<file path="config.mk">
export PLATFORM = sky130hd
export DESIGN_NAME = cache_fill_ctrl
export DESIGN_NICKNAME = d
export VERILOG_FILES = /design/src/rtl/cache_fill_ctrl.sv
export SDC_FILE = /design/constraint.sdc
export NUM_CORES = 1
export LEC_CHECK = 0
export CORE_ASPECT_RATIO = 0.7
export CORE_MARGIN = 2
export CORE_UTILIZATION = 37
export CTS_CLUSTER_DIAMETER = 60
export DETAILED_ROUTE_END_ITERATION = 10
export PLACE_DENSITY = 0.8
export SYNTH_ARGS = -nofsm -noshare
export SYNTH_HDL_FRONTEND = slang
export SYNTH_SLANG_ARGS = --single-unit
</file>
<file path="constraint.sdc">
create_clock -name clk -period 2.2 [get_ports clk]
set_input_delay 0.22 -clock clk [delete_from_list [all_inputs] [get_ports clk]]
set_output_delay 0.22 -clock clk [all_outputs]
set_load 0.01 [all_outputs]
</file>
<file path="src/rtl/cache_fill_ctrl.sv">
// cache_fill_ctrl: on a miss, fetches a whole cache block as sequential word reads,
// streams the returned words into the data array, then writes the tag.
module cache_fill_ctrl #(
    parameter int ADDR_W = 16,
    parameter int DATA_W = 16,
    parameter int WORDS  = 8
) (
    input  logic                       clk,
    input  logic                       rst_n,
    input  logic                       miss,
    input  logic [ADDR_W-1:0]          miss_addr,
    input  logic                       grant,
    input  logic                       mem_data_valid,
    input  logic [DATA_W-1:0]          mem_data_in,
    output logic [ADDR_W-1:0]          mem_addr,
    output logic                       mem_rd_en,
    output logic                       busy,
    output logic                       wr_word_en,
    output logic [$clog2(WORDS)-1:0]   wr_word_idx,
    output logic [DATA_W-1:0]          wr_word_data,
    output logic                       tag_wr_en,
    output logic                       fill_done
);
    localparam int IW  = $clog2(WORDS);
    localparam int OFF = IW + 1;
    typedef enum logic [1:0] {IDLE, FILL, WAIT, DONE} state_t;
    state_t                state_q;
    logic [ADDR_W-1:OFF]   blk_addr_q;
    logic [IW:0]           iss_cnt_q;
    logic [IW-1:0]         rcv_cnt_q;
    logic                  fill, rx;
    logic                  unused_ok;
    assign unused_ok = ^miss_addr[OFF-1:0];
    always_ff @(posedge clk or negedge rst_n) begin
        if (!rst_n) begin
            state_q    <= IDLE;
            blk_addr_q <= '0;
            iss_cnt_q  <= '0;
            rcv_cnt_q  <= '0;
        end else begin
            case (state_q)
                IDLE: if (miss) begin
                    blk_addr_q <= miss_addr[ADDR_W-1:OFF];
                    iss_cnt_q  <= '0;
                    rcv_cnt_q  <= '0;
                    state_q    <= FILL;
                end
                FILL, WAIT: begin
                    if (state_q == FILL && grant) begin
                        iss_cnt_q <= iss_cnt_q + 1'b1;
                        if (iss_cnt_q == (IW+1)'(WORDS-1)) state_q <= WAIT;
                    end
                    // the final word wins over the issue-complete transition
                    if (mem_data_valid) begin
                        rcv_cnt_q <= rcv_cnt_q + 1'b1;
                        if (rcv_cnt_q == IW'(WORDS-1)) state_q <= DONE;
                    end
                end
                default: state_q <= IDLE;
            endcase
        end
    end
    assign fill         = state_q == FILL;
    assign rx           = fill || state_q == WAIT;
    assign mem_rd_en    = fill && grant;
    assign mem_addr     = fill ? {blk_addr_q, iss_cnt_q[IW-1:0], 1'b0} : '0;
    assign wr_word_en   = rx && mem_data_valid;
    assign wr_word_idx  = wr_word_en ? rcv_cnt_q : '0;
    assign wr_word_data = wr_word_en ? mem_data_in : '0;
    assign tag_wr_en    = state_q == DONE;
    assign fill_done    = state_q == DONE;
    assign busy         = state_q != IDLE;
endmodule
</file>
Fig. 1: where the registers sit
Other sequential cells in the stronger grey, the rest of the logic in the fainter grey.
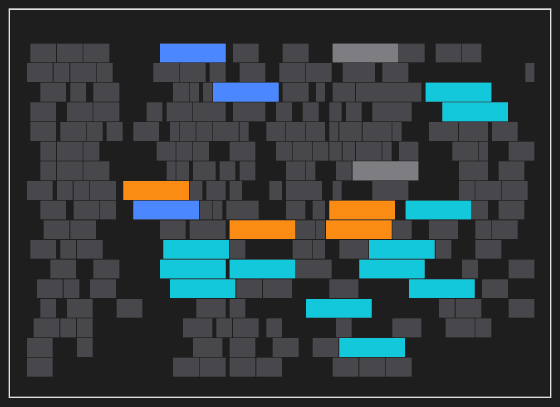
Key: orange = iss_cnt_q [flops 4, where middle]; cyan = blk_addr_q [flops 12]; blue = rcv_cnt_q [flops 3]
sequential power: 642 uW
Flop area: 526 um2
Final Util: 65.2%
Seq area share: 24.8%

Fig. 2: clock network drawn from the DEF
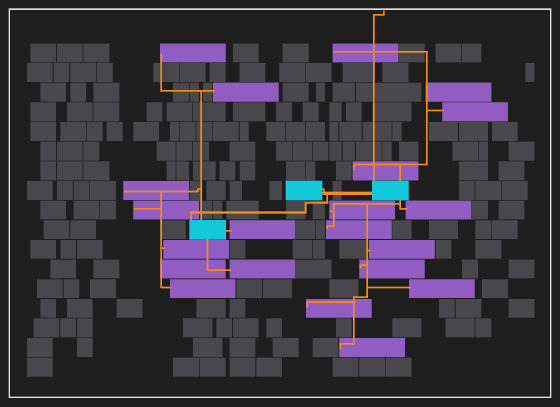
Key: orange = clock wires [length 247 um]; purple = flip-flops [count 21]; cyan = cells driving clock nets [count 3]
There are 4 routed clock nets.

==> impl_metrics.json <==
{
  "dr_total_vias": 1265,
  "yosys_most_used_dff": "dfrtp_1",
  "inverters": 7,
  "layout-drive-gt1-share_pct": 15.3,
  "whs_ns": 0.293,
  "drt_iter0_drc": 81,
  "most-common-layout-cells": "clkdlybuf4s50_1 (71), dfrtp_1 (21), and3_1 (19)",
  "fillers": 272,
  "synthArstFlopShare_pct": 100,
  "postCtsResizedCells": 1,
  "cp.required_ns": 1.98,
  "cp_max_fo": 18,
  "total_power_uw": 2280,
  "skew_ns": 0.00572,
  "rr_startpoint": "state_q[1]$_DFFE_PN0P_",
  "wire_per_inst_um": 13.6,
  "hold_path_class": "input pin to async pin",
  "chipArea_mm2": 0.00400,
  "die_h_um": 53.5,
  "fmax_ghz": 0.477,
  "powerClk_uw": 247,
  "ys_seq_share_pct": 40.5,
  "syn_inst": 132,
  "signal_buffers": 78,
  "dp_hpwl_um": 2660,
  "rsz0062_at_grt": "yes",
  "r2r_end": "iss_cnt_q[3]$_DFFE_PN0P_",
  "area_leaders": "dfrtp_1 (41%), mux2_2 (11%), and3_1 (9.2%)",
  "n_antenna_cell": 0,
  "grt.total_usage_pct": 18.6,
  "grt_busiest_layer": "met2",
  "clk_pin_slew_worst_paths_ns": 0.08,
  "final_area_mm2": 0.00212,
  "grt_pass1_vias": 1325,
  "slowest_stage": "clkdlybuf4s50_1",
  "finalHoldViolations": 0,
  "p_sw_uw": 805,
  "tool_warnings": 34,
  "grt_use_met1_pct": 21.2,
  "synth.distinct_cells": 28,
  "internal_power_uw": 1470,
  "synth_area_leader_cell": "dfrtp_1",
  "p_seq_share_pct": 28.2,
  "p_leak_uw": 0.000932,
  "clock_tree_area_fraction_pct": 2.18,
  "cts_hold_buf": 0,
  "switching_share_pct": 35.3,
  "maxPowerGroup": "combinational logic",
  "floorplan.nets": 175,
  "highest_layer": "met3",
  "first_pass_iters": 4,
  "sh_comb_area_pct": 33.1,
  "fin_crit_ns": 2.10,
  "top_area_share_pct": 40.5,
  "dp_slack_ns": 0.0347,
  "taps": 47,
  "die_width_um": 74.8,
  "ys_warn_count": 0,
  "post-place-cells": 246,
  "ys_cells": 132,
  "cts.sinks": 21,
  "cts_buffers": 3,
  "dominant_cells": "buffers",
  "clock_path_buffers": 2,
  "buf_share_pct": 36.0,
  "cts_tree": "done",
  "rr_worst_depth": 6,
  "rows": 17,
  "synth-edff-count": 0,
  "fin_ws_ns": 0.103,
  "worst_slew_pin_slew_ns": 0.541,
  "final_max_slew_viol_count": 0,
  "fp_util_pct": 39.9,
  "dr_wl_met3_um": 256,
  "postPlaceCellArea_mm2": 0.00206,
  "start_kind": "flip-flop",
  "n_clock_buffer": 3,
  "peakVddDrop_mv": 0.409,
  "met1_length_um": 1440,
  "core_area_mm2": 0.00325,
  "status": "finished clean",
  "logic_area_um2": 702,
  "lay_top_count": "clkdlybuf4s50_1",
  "cap_violations": 0,
  "critPathKind": "flip-flop to output port",
  "p_clk_share_pct": 10.8
}
Fig. 3: signal wires on met1
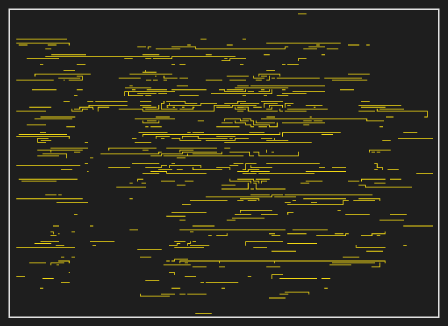
The wires run mostly horizontal. The layer holds 42% of the routed length. The longest straight run is 35.9 um. 211 nets have wire on it. The layer carries 1440 um of wire.

Fig. 4: wires at chosen ports, followed through buffers
Bar = 20 um.
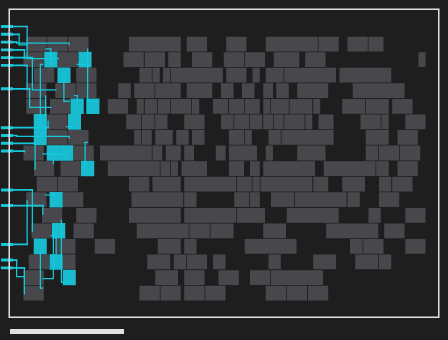
Key: cyan = mem_data_in [bits 16, direction input, edge left, end cells 16, buffers 16, wire 219 um]
Top Ports: 77
input/output buffers: 71

[synth_stat cells, drive strengths merged (2+ instances only)]
cell type / count
buf: 5
ha: 6
clkbuf: 6
nor2: 3
nor2b: 2
o22ai: 2
and2: 17
nand2b: 2
dfrtp: 21
o31ai: 3
or4: 2
a21oi: 4
mux2: 13
a221oi: 2
and3: 19
o21ai: 4
nand2: 4
inv: 7
a22o: 3
[worst max path at each step]
stage | from | endpoint | slack (ns) | cells after the start
floorplan | state_q[0]$_DFFE_PN0P_ | iss_cnt_q[3]$_DFFE_PN0P_ | 0.46 | 6
global placement | state_q[1]$_DFFE_PN0P_ | iss_cnt_q[3]$_DFFE_PN0P_ | 0.18 | 6
detailed placement | state_q[1]$_DFFE_PN0P_ | iss_cnt_q[3]$_DFFE_PN0P_ | 0.03 | 6
CTS | state_q[1]$_DFFE_PN0P_ | wr_word_data[8] | -0.07 | 4
global route | state_q[1]$_DFFE_PN0P_ | mem_addr[13] | -0.002 | 4
finish | state_q[1]$_DFFE_PN0P_ | mem_addr[2] | 0.10 | 4
[cells by family after synthesis]
kind of cell,after synthesis,share of synthesized area [%]
AND-OR/OR-AND,20,10.7
multiplexers,14,12.3
AND/OR/NAND/NOR,52,23.8
adder cells (fa/ha/maj),6,5.79
flip-flops,21,40.5
buffers and inverters,18,6.56
other,1,0.289
[worst max-delay path: cells and delay by family (launching register included)]
kind                     cells  cell delay (ns)
flip-flops                   1             0.40
buffers and inverters        2             0.66
adder cells (fa/ha/maj)      1             0.37
AND/OR/NAND/NOR              1             0.18
[sequential cells by signal (all words and copies together), names as in the netlist]
register / count
blk_addr_q: 12
state_q: 2
iss_cnt_q: 4
rcv_cnt_q: 3
No activity file was given, so power comes from the tool's default toggle rates.
